[config.mk]
export PLATFORM = sky130hd
export DESIGN_NAME = top_serial_queue
export DESIGN_NICKNAME = d
export VERILOG_FILES = /design/src/rtl/top_serial_queue_pkg.sv /design/src/rtl/top_serial_queue_fifo.sv /design/src/rtl/top_serial_queue.sv
export SDC_FILE = /design/constraint.sdc
export NUM_CORES = 1
export LEC_CHECK = 0
export ABC_AREA = 1
export CAP_MARGIN = 20
export CORE_UTILIZATION = 30
export CTS_CLUSTER_SIZE = 10
export DETAILED_ROUTE_END_ITERATION = 8
export PLACE_DENSITY = 0.45
export REMOVE_ABC_BUFFERS = 1
export SYNTH_ARGS = -nofsm -noshare
export SYNTH_HDL_FRONTEND = slang
export SYNTH_HIERARCHICAL = 1
export SYNTH_SLANG_ARGS = --single-unit
export TNS_END_PERCENT = 5
[constraint.sdc]
create_clock -name clock_1MHz -period 2.74 [get_ports clock_1MHz]
set_input_delay 0.548 -clock clock_1MHz [delete_from_list [all_inputs] [get_ports clock_1MHz]]
set_output_delay 0.548 -clock clock_1MHz [all_outputs]
set_load 0.005 [all_outputs]
[src/rtl/top_serial_queue_pkg.sv]
// Shared constants and types for the serial-to-parallel byte queue.
package top_serial_queue_pkg;
  localparam int WIDTH_C = 8;
  localparam int DEPTH_C = 8;
  localparam int PTR_W   = $clog2(DEPTH_C);

  typedef logic [WIDTH_C-1:0] word_t;
  typedef logic [PTR_W-1:0]   ptr_t;
  typedef logic [PTR_W:0]     cnt_t;
endpackage

[src/rtl/top_serial_queue_fifo.sv]
// Synchronous DEPTH_C x WIDTH_C FIFO with registered read data.
module top_serial_queue_fifo
  import top_serial_queue_pkg::*;
(
  input  logic  clk,
  input  logic  rst,
  input  logic  push,
  input  logic  pop,
  input  word_t din,
  output word_t dout_reg,
  output logic  full,
  output logic  empty
);
  word_t mem_r [DEPTH_C];
  ptr_t  wr_ptr_r;
  ptr_t  rd_ptr_r;
  cnt_t  count_r;
  logic  push_ok_s;
  logic  pop_ok_s;

  // Status flags; a push into a full FIFO is legal when a pop frees the slot.
  always_comb begin
    full      = (count_r == cnt_t'(DEPTH_C));
    empty     = (count_r == cnt_t'(0));
    push_ok_s = push & (~full | pop);
    pop_ok_s  = pop & ~empty;
  end

  // Storage array write port.
  always_ff @(posedge clk) begin
    if (push_ok_s) begin
      mem_r[wr_ptr_r] <= din;
    end
  end

  // Pointers, occupancy and read data register.
  always_ff @(posedge clk) begin
    if (rst) begin
      wr_ptr_r <= ptr_t'(0);
      rd_ptr_r <= ptr_t'(0);
      count_r  <= cnt_t'(0);
      dout_reg <= word_t'(0);
    end else begin
      if (push_ok_s) begin
        wr_ptr_r <= wr_ptr_r + ptr_t'(1);
      end
      if (pop_ok_s) begin
        rd_ptr_r <= rd_ptr_r + ptr_t'(1);
        dout_reg <= mem_r[rd_ptr_r];
      end
      case ({push_ok_s, pop_ok_s})
        2'b10:   count_r <= count_r + cnt_t'(1);
        2'b01:   count_r <= count_r - cnt_t'(1);
        default: count_r <= count_r;
      endcase
    end
  end
endmodule

[src/rtl/top_serial_queue.sv]
// Serial MSB-first deserializer feeding a byte FIFO with a ready handshake.
// Optional MANUAL_ENQUEUE_EN: completed words enqueue only on an enqueue_in rise.
module top_serial_queue
  import top_serial_queue_pkg::*;
(
  input  logic               clock_1MHz,
  input  logic               rst,
  input  logic               data_in,
  input  logic               write_in,
  input  logic               enqueue_in,
  input  logic               dequeue_in,
  output logic               status_out,
  output logic [WIDTH_C-1:0] data_out
);
  localparam int BIT_W = $clog2(WIDTH_C);
  typedef logic [BIT_W-1:0] bit_cnt_t;
  localparam bit_cnt_t LAST_BIT = bit_cnt_t'(WIDTH_C - 1);

  logic     write_q_r;
  logic     dequeue_q_r;
  word_t    shift_r;
  bit_cnt_t bit_cnt_r;
  logic     pending_r;
  logic     status_r;
  logic     write_rise_s;
  logic     dequeue_rise_s;
  logic     accept_bit_s;
  logic     enq_ok_s;
  logic     push_s;
  logic     pop_s;
  logic     full_s;
  logic     empty_s;
  word_t    fifo_dout_s;

`ifdef MANUAL_ENQUEUE_EN
  logic enqueue_q_r;

  // Edge register for the manual enqueue strobe.
  always_ff @(posedge clock_1MHz) begin
    if (rst) begin
      enqueue_q_r <= 1'b0;
    end else begin
      enqueue_q_r <= enqueue_in;
    end
  end

  assign enq_ok_s = enqueue_in & ~enqueue_q_r;
`else
  logic unused_enqueue_s;
  assign unused_enqueue_s = enqueue_in;
  assign enq_ok_s = 1'b1;
`endif

  // Strobe rise detection and queue control decisions.
  always_comb begin
    write_rise_s   = write_in & ~write_q_r;
    dequeue_rise_s = dequeue_in & ~dequeue_q_r;
    accept_bit_s   = write_rise_s & status_r;
    pop_s          = dequeue_rise_s & ~empty_s;
    push_s         = pending_r & enq_ok_s & (~full_s | pop_s);
  end

  // Edge registers for the write and dequeue strobes.
  always_ff @(posedge clock_1MHz) begin
    if (rst) begin
      write_q_r   <= 1'b0;
      dequeue_q_r <= 1'b0;
    end else begin
      write_q_r   <= write_in;
      dequeue_q_r <= dequeue_in;
    end
  end

  // Deserializer: shift accepted bits in and flag a completed word.
  always_ff @(posedge clock_1MHz) begin
    if (rst) begin
      shift_r   <= word_t'(0);
      bit_cnt_r <= bit_cnt_t'(0);
      pending_r <= 1'b0;
    end else begin
      if (accept_bit_s) begin
        shift_r   <= {shift_r[WIDTH_C-2:0], data_in};
        bit_cnt_r <= (bit_cnt_r == LAST_BIT) ? bit_cnt_t'(0) : bit_cnt_r + bit_cnt_t'(1);
      end
      if (accept_bit_s && (bit_cnt_r == LAST_BIT)) begin
        pending_r <= 1'b1;
      end else if (push_s) begin
        pending_r <= 1'b0;
      end
    end
  end

  // Ready flag lags its condition by one cycle.
  always_ff @(posedge clock_1MHz) begin
    if (rst) begin
      status_r <= 1'b0;
    end else begin
      status_r <= ~pending_r & ~full_s;
    end
  end

  top_serial_queue_fifo u_fifo (
    .clk      (clock_1MHz),
    .rst      (rst),
    .push     (push_s),
    .pop      (pop_s),
    .din      (shift_r),
    .dout_reg (fifo_dout_s),
    .full     (full_s),
    .empty    (empty_s)
  );

  assign status_out = status_r;
  assign data_out   = fifo_dout_s;
endmodule

**Placement view**

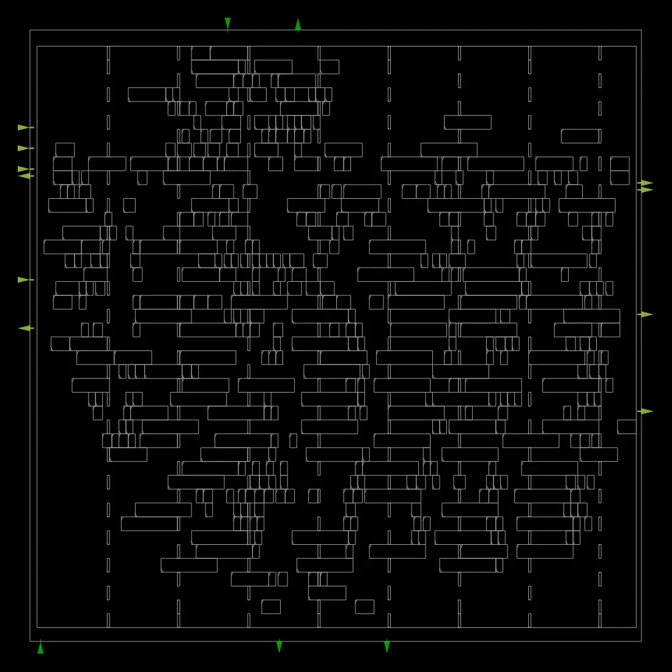
Seq cells: 97
row count: 42
final standard cell utilization of the core: 0.362
share of the final layout cell area in sequential cells: 0.531
number of tap instances: 176

**The metal 2 layer**

Drawn at 4 px/um.
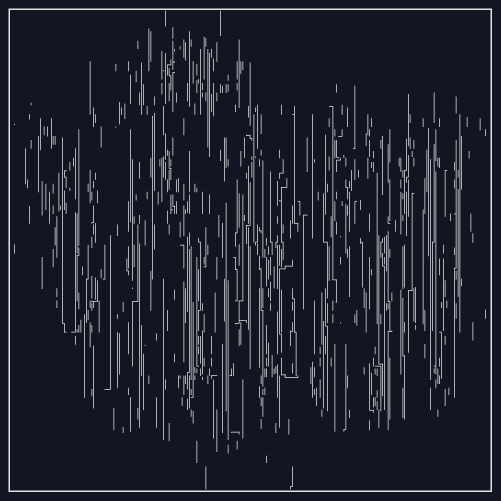
longest straight run	55.1 um
main direction	vertical
nets with wire on the layer	343
wire length on this layer	4300 um
share of all routed wire	46%
total detailed-routing wirelength: 9260 um
routed via count: 2862
met2 track utilization from global routing: 0.223

==> out/results.ini <==
[outcome]
outcome = complete, no violations

[cts]
cts_root_buffer = sky130_fd_sc_hd__clkbuf_16
cts_hold_repair.buffers = 0
tritoncts = yes
clock_insertion_delay_worst_skew_ns = 0.35
tritoncts_num_sinks = 97
clockBufferDepth = 2

[route]
wl_met3_um = 178
routedWlPerCell_um = 14.2

[yosys]
synth_flop_count = 97
number_of_cells_produced_by_synthesis = 439
dominant_synthesized_flop_cell = sky130_fd_sc_hd__edfxtp_1
async_flop_share = 0
synthDominantAreaCellType = sky130_fd_sc_hd__edfxtp_1
top_cells_by_area_synth = sky130_fd_sc_hd__edfxtp_1 46%, sky130_fd_sc_hd__dfxtp_1 16%, sky130_fd_sc_hd__nand2_1 9.7%
seq_area_frac_synth = 0.617
ys_top_cells_by_count = 108 x sky130_fd_sc_hd__nand2_1, 69 x sky130_fd_sc_hd__inv_1, 64 x sky130_fd_sc_hd__edfxtp_1, 53 x sky130_fd_sc_hd__nand3_1

[layout]
logic_area_um2 = 1200
inverters = 73
final_cell_count_no_fill = 652
largest_reg_flops = 64
final_layout_size_suffix_gt1_frac = 0.109
multiInputCombCellCount = 254

[critical_path]
r2r_start = u_fifo/count_r[3]
path_max_fanout = 4
worst_setup_path_start_kind = flip-flop
endpoint = u_fifo/count_r[2]
worstSetupEndpointType = flip-flop

[floorplanning]
floorplan.die.height_um = 120

[hold_path]
hold_start = pending_r
hp-class = flip-flop to flip-flop

[global_routing]
first_global_vias = 2709
pin_count_of_the_biggest_net_entering_global_routing = 35

[placement]
place.detailed.instances = 636
placed_area_um2 = 4590
place_hpwl_um = 6080

[final_timing]
finClkSkew_ns = 0.00551
report.final.hold_viol_count = 0

[power]
seqPwrFrac = 0.563

**Routed metal, one color a layer**

Drawn at 2 px/um. Only two layers are drawn.
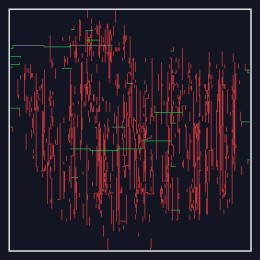
color	layer	wire length
green	metal 3	178 um
red	metal 2	4300 um

**Port wiring**

Drawn at 2 px/um.
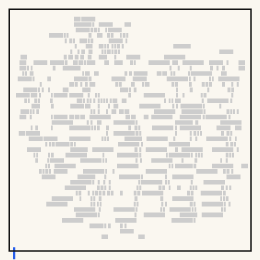
color	port	direction	end cells	buffers
blue	`enqueue_in`	input	0	0
ports placed on the boundary: 15
number of buffer cells added on primary ports: 13

